m3.png
Bar = 20 um. Cells faint in the background.
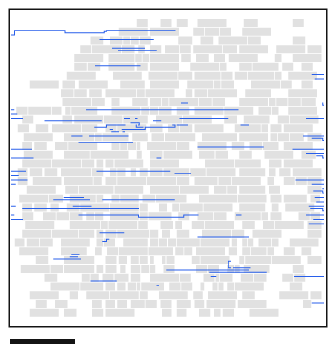
m1.png
Bar = 20 um.
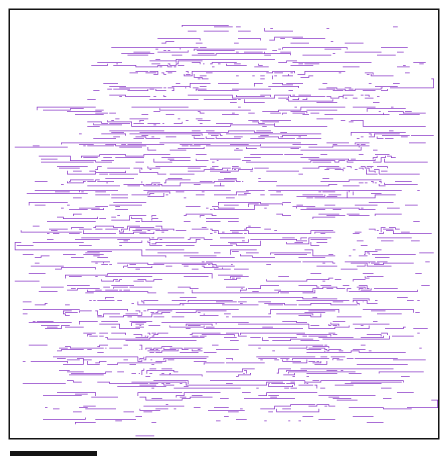
util_map.png
The die is cut into 10 by 10 equal tiles; white is low, dark blue is high, 0 to 100% covered.
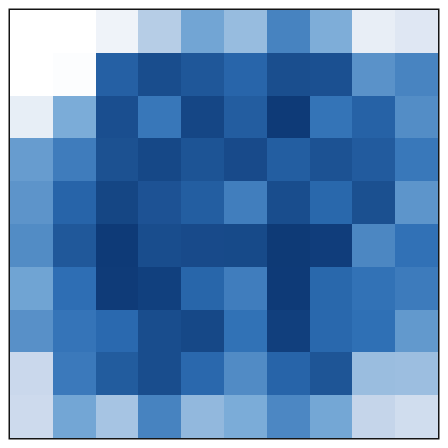
File: src/rtl/mu0_regfile_if.sv
// Register bank bus for mu0_regfile: one write port, one claim port,
// two read ports and the per-register pending vector.
interface mu0_regfile_if #(
   parameter int WIDTH  = 16,
   parameter int ADDR_W = 2
);
   localparam int DEPTH = 2**ADDR_W;

   logic              wr_en;
   logic [ADDR_W-1:0] wr_addr;
   logic [WIDTH-1:0]  wr_data;
   logic              claim_en;
   logic [ADDR_W-1:0] claim_addr;
   logic              rd_en_a;
   logic [ADDR_W-1:0] rd_addr_a;
   logic [WIDTH-1:0]  q_a;
   logic              valid_a;
   logic              rd_en_b;
   logic [ADDR_W-1:0] rd_addr_b;
   logic [WIDTH-1:0]  q_b;
   logic              valid_b;
   logic [DEPTH-1:0]  pending;

   modport master (
      output wr_en, wr_addr, wr_data, claim_en, claim_addr,
             rd_en_a, rd_addr_a, rd_en_b, rd_addr_b,
      input  q_a, valid_a, q_b, valid_b, pending
   );

   modport slave (
      input  wr_en, wr_addr, wr_data, claim_en, claim_addr,
             rd_en_a, rd_addr_a, rd_en_b, rd_addr_b,
      output q_a, valid_a, q_b, valid_b, pending
   );
endinterface

File: src/rtl/mu0_regfile.sv
// MU0 register bank: 1 write port, 2 registered read ports (1-cycle, write bypass), pending scoreboard; no backpressure.
// Optional MU0_REGFILE_ZERO_REG_EN makes register 0 a constant zero that cannot be written or claimed.
module mu0_regfile #(
   parameter int WIDTH  = 16,
   parameter int ADDR_W = 2
) (
   input logic          clk,
   input logic          rst_n,
   mu0_regfile_if.slave rf
);
   localparam int DEPTH = 2**ADDR_W;

   logic [WIDTH-1:0] regs [DEPTH];
   logic [DEPTH-1:0] pending_q;
   logic [WIDTH-1:0] q_a_q, q_b_q;
   logic             valid_a_q, valid_b_q;

   logic             wr_eff, claim_eff;
   logic [DEPTH-1:0] pend_clr, pend_set, pend_w, pend_nxt;
   logic [WIDTH-1:0] rd_data_a, rd_data_b;

`ifdef MU0_REGFILE_ZERO_REG_EN
   // Gating at the strobes keeps reg 0 at its reset value and its pending bit clear.
   assign wr_eff    = rf.wr_en    && (rf.wr_addr    != '0);
   assign claim_eff = rf.claim_en && (rf.claim_addr != '0);
`else
   assign wr_eff    = rf.wr_en;
   assign claim_eff = rf.claim_en;
`endif

   always_comb begin
      pend_clr = '0;
      pend_set = '0;
      if (wr_eff)
         pend_clr[rf.wr_addr] = 1'b1;
      if (claim_eff)
         pend_set[rf.claim_addr] = 1'b1;
   end

   // Read validity sees this edge's write clear but not this edge's claim.
   assign pend_w   = pending_q & ~pend_clr;
   assign pend_nxt = pend_w | pend_set;

   assign rd_data_a = (wr_eff && rf.wr_addr == rf.rd_addr_a) ? rf.wr_data : regs[rf.rd_addr_a];
   assign rd_data_b = (wr_eff && rf.wr_addr == rf.rd_addr_b) ? rf.wr_data : regs[rf.rd_addr_b];

   always_ff @(posedge clk or negedge rst_n) begin
      if (!rst_n) begin
         for (int i = 0; i < DEPTH; i++)
            regs[i] <= '0;
         pending_q <= '0;
         q_a_q     <= '0;
         q_b_q     <= '0;
         valid_a_q <= 1'b0;
         valid_b_q <= 1'b0;
      end else begin
         if (wr_eff)
            regs[rf.wr_addr] <= rf.wr_data;
         pending_q <= pend_nxt;

         if (rf.rd_en_a) begin
            q_a_q     <= rd_data_a;
            valid_a_q <= ~pend_w[rf.rd_addr_a];
         end else begin
            valid_a_q <= 1'b0;
         end

         if (rf.rd_en_b) begin
            q_b_q     <= rd_data_b;
            valid_b_q <= ~pend_w[rf.rd_addr_b];
         end else begin
            valid_b_q <= 1'b0;
         end
      end
   end

   assign rf.q_a     = q_a_q;
   assign rf.valid_a = valid_a_q;
   assign rf.q_b     = q_b_q;
   assign rf.valid_b = valid_b_q;
   assign rf.pending = pending_q;
endmodule

File: src/flat_wrapper.sv
// flat-port wrapper written by rule: the top's interface ports become plain ports
module mu0_regfile_flat 
#(
   parameter int WIDTH  = 16,
   parameter int ADDR_W = 2
)
  (clk, rst_n, rf_wr_en, rf_wr_addr, rf_wr_data, rf_claim_en, rf_claim_addr, rf_rd_en_a, rf_rd_addr_a, rf_rd_en_b, rf_rd_addr_b, rf_q_a, rf_valid_a, rf_q_b, rf_valid_b, rf_pending);
  mu0_regfile_if #(.WIDTH(WIDTH), .ADDR_W(ADDR_W)) rf_i ();
  input logic clk;
  input logic rst_n;
  input wire logic [$bits(rf_i.wr_en)-1:0] rf_wr_en;
  input wire logic [$bits(rf_i.wr_addr)-1:0] rf_wr_addr;
  input wire logic [$bits(rf_i.wr_data)-1:0] rf_wr_data;
  input wire logic [$bits(rf_i.claim_en)-1:0] rf_claim_en;
  input wire logic [$bits(rf_i.claim_addr)-1:0] rf_claim_addr;
  input wire logic [$bits(rf_i.rd_en_a)-1:0] rf_rd_en_a;
  input wire logic [$bits(rf_i.rd_addr_a)-1:0] rf_rd_addr_a;
  input wire logic [$bits(rf_i.rd_en_b)-1:0] rf_rd_en_b;
  input wire logic [$bits(rf_i.rd_addr_b)-1:0] rf_rd_addr_b;
  output wire logic [$bits(rf_i.q_a)-1:0] rf_q_a;
  output wire logic [$bits(rf_i.valid_a)-1:0] rf_valid_a;
  output wire logic [$bits(rf_i.q_b)-1:0] rf_q_b;
  output wire logic [$bits(rf_i.valid_b)-1:0] rf_valid_b;
  output wire logic [$bits(rf_i.pending)-1:0] rf_pending;
  assign rf_i.wr_en = rf_wr_en;
  assign rf_i.wr_addr = rf_wr_addr;
  assign rf_i.wr_data = rf_wr_data;
  assign rf_i.claim_en = rf_claim_en;
  assign rf_i.claim_addr = rf_claim_addr;
  assign rf_i.rd_en_a = rf_rd_en_a;
  assign rf_i.rd_addr_a = rf_rd_addr_a;
  assign rf_i.rd_en_b = rf_rd_en_b;
  assign rf_i.rd_addr_b = rf_rd_addr_b;
  assign rf_q_a = rf_i.q_a;
  assign rf_valid_a = rf_i.valid_a;
  assign rf_q_b = rf_i.q_b;
  assign rf_valid_b = rf_i.valid_b;
  assign rf_pending = rf_i.pending;
  mu0_regfile #(.WIDTH(WIDTH), .ADDR_W(ADDR_W)) u_core (.clk(clk), .rst_n(rst_n), .rf(rf_i));
endmodule
File: config.mk
export PLATFORM = sky130hd
export DESIGN_NAME = mu0_regfile_flat
export DESIGN_NICKNAME = d
export VERILOG_FILES = /design/src/rtl/mu0_regfile_if.sv /design/src/rtl/mu0_regfile.sv /design/src/flat_wrapper.sv
export SDC_FILE = /design/constraint.sdc
export NUM_CORES = 1
export LEC_CHECK = 0
export CORE_MARGIN = 1
export CORE_UTILIZATION = 55
export CTS_CLUSTER_SIZE = 40
export DETAILED_ROUTE_END_ITERATION = 8
export PLACE_DENSITY_LB_ADDON = 0.3
export SYNTH_ARGS = -nofsm -noshare
export SYNTH_HDL_FRONTEND = slang
export SYNTH_SLANG_ARGS = --single-unit
File: constraint.sdc
create_clock -name clk -period 1.6 [get_ports clk]
set_input_delay 0.24 -clock clk [delete_from_list [all_inputs] [get_ports clk]]
set_output_delay 0.24 -clock clk [all_outputs]
set_load 0.02 [all_outputs]
==> GITHUB_STEP_SUMMARY <==
### Metrics collected by this job

| Metric | Value |
|---|---|
| Status | `finished with violations` |
| Failing checks | `design-rule violations` |
| Cell area leaders | `dfrtp_1 (51%), mux2_2 (14%), mux4_2 (11%)` |
| R2R depth | `3` |
| Tap cell count | `108` |
| Vias in the first global route | `about 3,600` |
| Iteration tally of the first detailed-router pass | `6` |
| Seq cells | `about 100` |
| FF/Latch Area | `between 2000 and 3000 sq um` |
| CP max FO | `2` |
| Met3 WL | `between 600 and 700 um` |
| Critical Path AT | `1.34 ns` |
| Post-synth top cells | `dfrtp_1 (102), mux2_2 (65), a221o_1 (32), nor2b_1 (32), mux4_2 (24)` |
| Total CTS buffers | `9` |
| Area Growth Syn to Fin | `28.58%` |
| Clock latency on the worst-skew pair | `0.36 ns` |
| Most frequent cells in the layout | `dfrtp_1 (102), mux2_2 (65), buf_4 (36), nor2b_1 (32), a221o_1 (32)` |
| Post-CTS setup buffers | `4` |
| EDFF count, synth | `0` |
| MaxCap Viol Count | `0` |
| Detail-routed net length per standard cell | `around 23 um` |
| Fraction of area in multi-input gates | `35.50%` |
| Highest clock rate | `between 600 and 700 MHz` |
| Syn_area_per_cell | `15.89 sq um` |
| Drc violations | `10` |
| Synthesized Nets | `348` |
| Non-CTS buffers | `~120` |
| Most frequent cell after synthesis | `dfrtp_1` |
| DR vias/cell | `6.287` |
| Initial antenna violation count | `0` |
| Met1 WL | `5058 um` |
| Cells after Synth | `roughly 320` |
| CTS tree | `yes` |
| Fraction of layout cells with a size suffix above 1 | `roughly two fifths` |
| # port buffers | `about 67` |
| Logic area | `roughly 2300 sq um` |
| Commonest Layout Cell | `dfrtp_1` |
| Buf/Inv on CP | `1` |
| Sequential element share of the synthesized area | `50.52%` |
| Seq/total area | `39.29%` |
| Post-route ant nets | `0` |
| Tool warnings | `27` |
| Top Usage Layer GRT | `met2` |
| CTS Hold Bufs | `1` |
| Inverters | `4` |
| Final Worst Setup Slack | `0.01536 ns` |
| Setup WS pre-CTS | `-0.6846 ns` |
| Total global routing track utilization | `roughly 28%` |
| Comb gates | `roughly 190` |
| CTS H-tree depth | `3` |
| RR Startpoint | `u_core.regs[53]` |
| Synth Cell Area | `between 5000 and 6000 sq um` |
| Placed cell area | `between 6000 and 7000 sq um` |
| Pwr Density | `between 1000 and 1500 nW/um^2` |
| GRT met2 Usage | `about 49%` |
| Register bank with the most flops | `u_core.regs` |
| Final-layout clock-cell area share | `under 10%` |
| Resize count post-CTS | `27` |
| Total Die Area | `around 9600 sq um` |
| Final setup viols | `0` |
| Crit Path Class | `reg2out` |
| CP max stage delay | `0.61 ns` |
| Period minus WS final | `around 1.6 ns` |
| Slowest CP cell | `clkdlybuf4s50_1` |
| Worst reg-to-reg setup slack | `approximately 0.16 ns` |
| Post-DP HPWL | `between 8000 and 9000 um` |
| Largest register FFs | `64` |
| Remaining Overflow, GRT | `0` |
| Clk root buf | `clkbuf_8` |
| Fin cells | `541` |
| Crit. End Element | `output pin` |
Notes on m3.png above:
- longest straight run: 46.9 um
- main direction: horizontal
met3 Resource Use GR: 5.727%
Routed WL: 12,510 um
Via Count: 3,401

Notes on m1.png above:
- nets with wire on the layer: 423
- main direction: horizontal
- share of all routed wire: 40%
- wire length on this layer: 5,060 um
GR Util met1: 35.12%

Notes on util_map.png above:
- tiles over 75% full: 47%
- fullest tile: 96%
- densest ninth of the die: center
- nearly empty tiles: 4.0%
Core ar.: 8806 sq um
Finished Core Util: 73.77%
fp_density: 57.37%

## worst max-delay path by stage
stage | start | end
after global routing | u_core.rf.q_a[8] | rf_q_a[8]
after detailed placement | rf_rd_addr_a[0] | u_core.rf.q_a[15]
after floorplan | rf_rd_addr_b[1] | u_core.rf.q_b[10]
after CTS | rf_rd_addr_a[1] | u_core.rf.q_a[1]
final | u_core.rf.q_a[8] | rf_q_a[8]
after global placement | rf_rd_addr_a[0] | u_core.rf.q_a[7]
## cell families after synthesis
logic type             count (synthesis)  share of synthesized area (%)
XOR/XNOR                               4                          1.214
multiplexers                          98                          29.54
AND/OR/NAND/NOR                       46                          6.290
buffers and inverters                 25                          3.987
flip-flops                           102                          50.52
AND-OR/OR-AND                         43                          8.445
## report_power, final
part,switching [uW],internal (uW)
logic,872,1220
registers,367,3090
clock network,871,873
Power and IR drop assume default switching activity.
